closeup.png
Region (110, 22) to (130, 42) µm. Cells in gray, sequential cells in the stronger gray; small squares are vias.
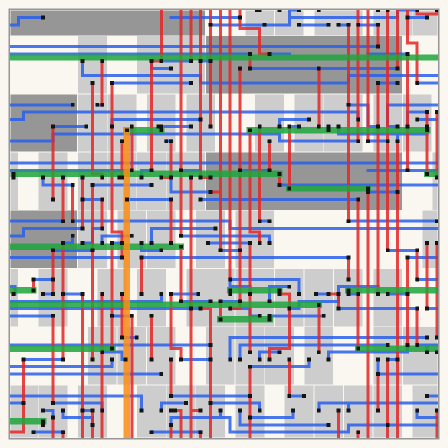
clock_wires.png
Drawn at 1.5 px/µm.
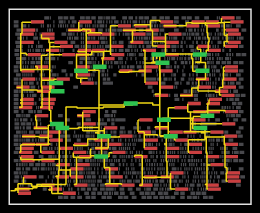
File: src/rtl/mem_access_unit.sv
// MEM-stage access unit: turns the EX/MEM load/store into a held data-cache request,
// stalls the pipeline while it is outstanding, and implements LL/SC with a snoop-invalidated link.
module mem_access_unit #(
  parameter int ADDR_W      = 32,
  parameter int STALL_CNT_W = 32
) (
  input  logic                   CLK,
  input  logic                   nRST,
  input  logic                   req_ren,
  input  logic                   req_wen,
  input  logic                   req_atomic,
  input  logic [ADDR_W-1:0]      req_addr,
  input  logic [ADDR_W-1:0]      req_wdat,
  input  logic                   flush,
  input  logic                   dhit,
  input  logic [ADDR_W-1:0]      dmemload,
  input  logic                   snoop_inv,
  input  logic [ADDR_W-1:0]      snoop_addr,
  output logic                   dmemREN,
  output logic                   dmemWEN,
  output logic [ADDR_W-1:0]      dmemaddr,
  output logic [ADDR_W-1:0]      dmemstore,
  output logic                   stall,
  output logic                   mem_done,
  output logic [ADDR_W-1:0]      mem_rdata,
  output logic                   link_valid,
  output logic [STALL_CNT_W-1:0] stall_cycles
);

  typedef enum logic [1:0] {
    IDLE   = 2'd0,
    ACCESS = 2'd1,
    DONE   = 2'd2
  } state_t;

  state_t                 state_q, state_d;
  logic [ADDR_W-1:0]      addr_q, addr_d;
  logic [ADDR_W-1:0]      wdat_q, wdat_d;
  logic [ADDR_W-1:0]      rdata_q, rdata_d;
  logic [ADDR_W-1:0]      link_addr_q, link_addr_d;
  logic                   wr_q, wr_d;
  logic                   atomic_q, atomic_d;
  logic                   link_valid_q, link_valid_d;
  logic [STALL_CNT_W-1:0] stall_cnt_q, stall_cnt_d;

  logic new_req_s;
  logic snoop_hit_s;
  logic sc_fail_s;
  logic stall_s;
  logic sc_clr_s;
  logic acc_hit_s;
  logic ll_set_s;
  logic wr_clr_s;
  logic unused_snoop_lsb_s;

  // Only word address bits take part in link comparisons.
  assign unused_snoop_lsb_s = ^snoop_addr[1:0];

  assign new_req_s   = (req_ren | req_wen) & ~flush;
  assign snoop_hit_s = snoop_inv & (snoop_addr[ADDR_W-1:2] == link_addr_q[ADDR_W-1:2]);
  assign sc_fail_s   = req_wen & req_atomic &
                       (~link_valid_q |
                        (link_addr_q[ADDR_W-1:2] != req_addr[ADDR_W-1:2]) |
                        snoop_hit_s);

  assign acc_hit_s = (state_q == ACCESS) & dhit;
  assign ll_set_s  = acc_hit_s & ~wr_q & atomic_q;
  assign wr_clr_s  = acc_hit_s & wr_q & (link_addr_q[ADDR_W-1:2] == addr_q[ADDR_W-1:2]);

  always_ff @(posedge CLK or negedge nRST) begin
    if (!nRST) begin
      state_q      <= IDLE;
      addr_q       <= '0;
      wdat_q       <= '0;
      rdata_q      <= '0;
      wr_q         <= 1'b0;
      atomic_q     <= 1'b0;
      link_valid_q <= 1'b0;
      link_addr_q  <= '0;
      stall_cnt_q  <= '0;
    end else begin
      state_q      <= state_d;
      addr_q       <= addr_d;
      wdat_q       <= wdat_d;
      rdata_q      <= rdata_d;
      wr_q         <= wr_d;
      atomic_q     <= atomic_d;
      link_valid_q <= link_valid_d;
      link_addr_q  <= link_addr_d;
      stall_cnt_q  <= stall_cnt_d;
    end
  end

  always_comb begin
    state_d  = state_q;
    addr_d   = addr_q;
    wdat_d   = wdat_q;
    wr_d     = wr_q;
    atomic_d = atomic_q;
    rdata_d  = rdata_q;
    stall_s  = 1'b0;
    sc_clr_s = 1'b0;
    case (state_q)
      IDLE: begin
        if (new_req_s) begin
          stall_s = 1'b1;
          if (sc_fail_s) begin
            // A failed SC never touches the cache; it just reports 0.
            state_d  = DONE;
            rdata_d  = '0;
            sc_clr_s = 1'b1;
          end else begin
            state_d  = ACCESS;
            addr_d   = req_addr;
            wdat_d   = req_wdat;
            wr_d     = req_wen;
            atomic_d = req_atomic;
          end
        end else begin
          state_d = IDLE;
        end
      end
      ACCESS: begin
        stall_s = 1'b1;
        if (dhit) begin
          state_d = DONE;
          if (!wr_q) begin
            rdata_d = dmemload;
          end else if (atomic_q) begin
            rdata_d = ADDR_W'(1);
          end else begin
            rdata_d = '0;
          end
        end else begin
          state_d = ACCESS;
        end
      end
      DONE: begin
        state_d = IDLE;
      end
      default: begin
        state_d = IDLE;
      end
    endcase
  end

  // A completing LL outranks every clear source, including a same-cycle snoop.
  always_comb begin
    link_valid_d = link_valid_q;
    link_addr_d  = link_addr_q;
    if (ll_set_s) begin
      link_valid_d = 1'b1;
      link_addr_d  = addr_q;
    end else if (wr_clr_s | sc_clr_s | snoop_hit_s) begin
      link_valid_d = 1'b0;
    end else begin
      link_valid_d = link_valid_q;
    end
  end

  always_comb begin
    stall_cnt_d = stall_cnt_q;
    if (stall_s && !(&stall_cnt_q)) begin
      stall_cnt_d = stall_cnt_q + STALL_CNT_W'(1);
    end else begin
      stall_cnt_d = stall_cnt_q;
    end
  end

  assign dmemREN      = (state_q == ACCESS) & ~wr_q;
  assign dmemWEN      = (state_q == ACCESS) & wr_q;
  assign dmemaddr     = addr_q;
  assign dmemstore    = wdat_q;
  assign stall        = stall_s & nRST;
  assign mem_done     = (state_q == DONE);
  assign mem_rdata    = rdata_q;
  assign link_valid   = link_valid_q;
  assign stall_cycles = stall_cnt_q;

endmodule

File: config.mk
export PLATFORM = sky130hd
export DESIGN_NAME = mem_access_unit
export DESIGN_NICKNAME = d
export VERILOG_FILES = /design/src/rtl/mem_access_unit.sv
export SDC_FILE = /design/constraint.sdc
export NUM_CORES = 1
export LEC_CHECK = 0
export ABC_AREA = 1
export CORE_ASPECT_RATIO = 0.8
export CORE_MARGIN = 2
export CORE_UTILIZATION = 45
export CTS_CLUSTER_SIZE = 20
export DETAILED_ROUTE_END_ITERATION = 8
export HOLD_SLACK_MARGIN = 0.08
export PLACE_DENSITY = 0.88
export SLEW_MARGIN = 0
export SYNTH_ARGS = -nofsm -noshare
export SYNTH_HDL_FRONTEND = slang
export SYNTH_SLANG_ARGS = --single-unit
export TNS_END_PERCENT = 100
File: constraint.sdc
create_clock -name CLK -period 2.2 [get_ports CLK]
set_input_delay 0.22 -clock CLK [delete_from_list [all_inputs] [get_ports CLK]]
set_output_delay 0.22 -clock CLK [all_outputs]
set_load 0.01 [all_outputs]
==> out/metrics.yaml <==
worstSetupStartpoint: "link_addr_q[8]$_DFFE_PN0P_"
syn-instance-count: 1219
setup_slack_ns: 0.131
grt_pass1_wl_um: 43500
grt_pass1_vias: 8381
ios: 269
powerDensity_mw_per_mm2: 1060
largest_area_cell: "dfrtp_1"
cts_buffers: 17
ys_warn_count: 0
worstPathRequired_ns: 2.55
io_buffers: 266
reg2reg_depth: 12
pre_cts_slack_ns: -0.0473
hold_end: "dmemstore[9]$_DFFE_PN0P_"
path_class: "flip-flop to flip-flop"
htreeDepth: 4
drive_above_1_share: 0.0752
die_w_um: 160
die_area_mm2: 0.0207
period_needed_ns: 2.07
gr-total-overflow: 0
cp-start-kind: "flip-flop"
synth_top_area_share: 0.464
totalPowerFinal_mw: 13.1
antenna_left: 0
hpwl_um: 20700
die_h_um: 129
setup_viol: 0
yosys_area_mm2: 0.00878
min_period_over_period: 0.941
arrival_ns: 2.42
hold_depth: 3
r2r-end: "dmemaddr[24]$_DFFE_PN0P_"
cp_max_fo: 40
initial_utilization: 0.462
cts_tree: "built"
wl_per_cell_um: 15.7
place_congestion: 0.962
grt_usage: 0.269
ys_ff: 163
drc: 0
syn_to_final_growth_pct: 41.1
ys_top_cells_by_count: "479 x nand2_1, 163 x dfrtp_1, 133 x nor2_1"
cap_violations: 0
first_pass_iters: 6
outcome: "completed"
drt_wl_total_um: 27700
crit_path_end_kind: "flip-flop"
slew_headroom: 0.365
hp-start: "req_wdat[9]"
comb_area_mm2: 0.00397
clk_path_buf_depth: 2
async_flop_share: 1.00
finalHoldViolCount: 0
Back to the opening pictures, closeup.png:
M1: marked blue. M3: marked green. M4: marked orange. M2: marked red.
Most frequent: nand2_1 (25), inv_1 (8), nor2_1 (8). Netlist names of flops here include dmemaddr (1), link_addr_q (1). 53 logic cells have their middle in the window. Sequential cells in the window: 2.

Back to the opening pictures, clock_wires.png:
clock wires: marked yellow, length 2,060 µm. clock-net drivers: marked green, count 17. flip-flops: marked red, count 163.
Position of the flops: widely spread. There are 18 routed clock nets.
Clk power: 2.87 mW
clk_skew: 0.0114 ns
Worst-Skew Late Latency: 0.43 ns

[flip-flops by register name (all words and copies together), names as in the netlist]
signal        cells
dmemstore        32
mem_rdata        32
link_addr_q      30
atomic_q          1
dmemaddr         32
state_q           2
stall_cycles     32
wr_q              1
link_valid        1
[worst max path at each step]
stage	endpoint
2_1_floorplan	stall_cycles[29]$_DFFE_PN0P_
3_3_place_gp	dmemaddr[18]$_DFFE_PN0P_
3_5_place_dp	dmemstore[7]$_DFFE_PN0P_
4_1_cts	dmemWEN
5_1_grt	dmemaddr[29]$_DFFE_PN0P_
6_report	dmemaddr[24]$_DFFE_PN0P_
[through the flow]
| stage | instance area (µm²) | cells | hold slack [ns] | util | TNS (ns) |
|---|---|---|---|---|---|
| 2_1_floorplan | 8780 | 1219 | -0.0756 | - | 0 |
| 3_3_place_gp | 11800 | 1728 | 0.343 | 0.620 | 0 |
| 3_5_place_dp | 11800 | 1728 | 0.339 | 0.620 | -0.853 |
| 4_1_cts | 12400 | 1761 | 0.334 | 0.650 | 0 |
| 5_1_grt | 12400 | 1761 | 0.355 | 0.651 | 0 |
| 6_report | 12400 | 1761 | 0.346 | 0.651 | 0 |
[worst max-delay path, cell delays in order, from the launching register on]
cell	delay [ns]
dfrtp_1	0.46
xnor2_2	0.23
nand2_1	0.11
nor2_1	0.10
nand2_1	0.06
nor2_1	0.20
nand2_1	0.14
nand2_2	0.11
nand2_2	0.09
nand2_4	0.11
buf_12	0.22
nand2_1	0.09
o21ai_2	0.06
[cell usage in the layout (no fill, tap or decap), types with 3 or more instances in the layout]
master and count:
dfrtp_1 163, buf_12 5, o21ai_1 14, inv_2 25, nand4_1 15, o21ai_2 18
o21ai_0 28, nor4_1 3, clkbuf_16 17, nand2_2 4, xor2_1 29, nand3_1 87
nand2_1 478, nor2_1 132, buf_4 23, clkdlybuf4s50_1 264, nor3_1 16, o22ai_1 6
a21oi_1 16, inv_1 111, xnor2_1 20, clkinvlp_4 5
[kinds of logic after synthesis]
kind of cell,count (synthesis),synth area share
and+or+nand+nor,741,0.339
buffers and inverters,179,0.0869
DFF,163,0.464
AOI/OAI and AO/OA,84,0.0571
xor gates and xnor gates,50,0.0499
muxes,1,0.00128
adders and majority gates,1,0.00142
[layer usage]
metal	routed length [µm]	track usage	up-vias
met3	2500	0.0751	53
met5	0	0	-
met4	662	0.0869	0
met2	12800	0.429	377
li1	-	-	4305
met1	11700	0.358	4118
[repair_timing]
action                                  CTS  global route
endpoints found under the setup margin    1            89
endpoints found under the hold margin    88             0
hold buffers                              1             0
resized                                   1             4
[cell type report]
cell class	instances	share of cell area
repair buffers	295	0.238
inverters	136	0.0412
clock buffers	21	0.0371
clock inverters	11	0.00838
multi-input cells	877	0.320
well taps	258	0.0260
flip-flops and latches	163	0.329
[power breakdown]
group | switching (mW) | leakage, nW | total, mW | internal (mW)
registers | 1.04 | 2.09 | 4.97 | 3.93
logic | 2.76 | 3.82 | 5.27 | 2.51
clock network | 1.25 | 0.262 | 2.87 | 1.62
total | 5.05 | 6.17 | 13.1 | 8.06
No activity file was given, so power comes from the tool's default toggle rates.
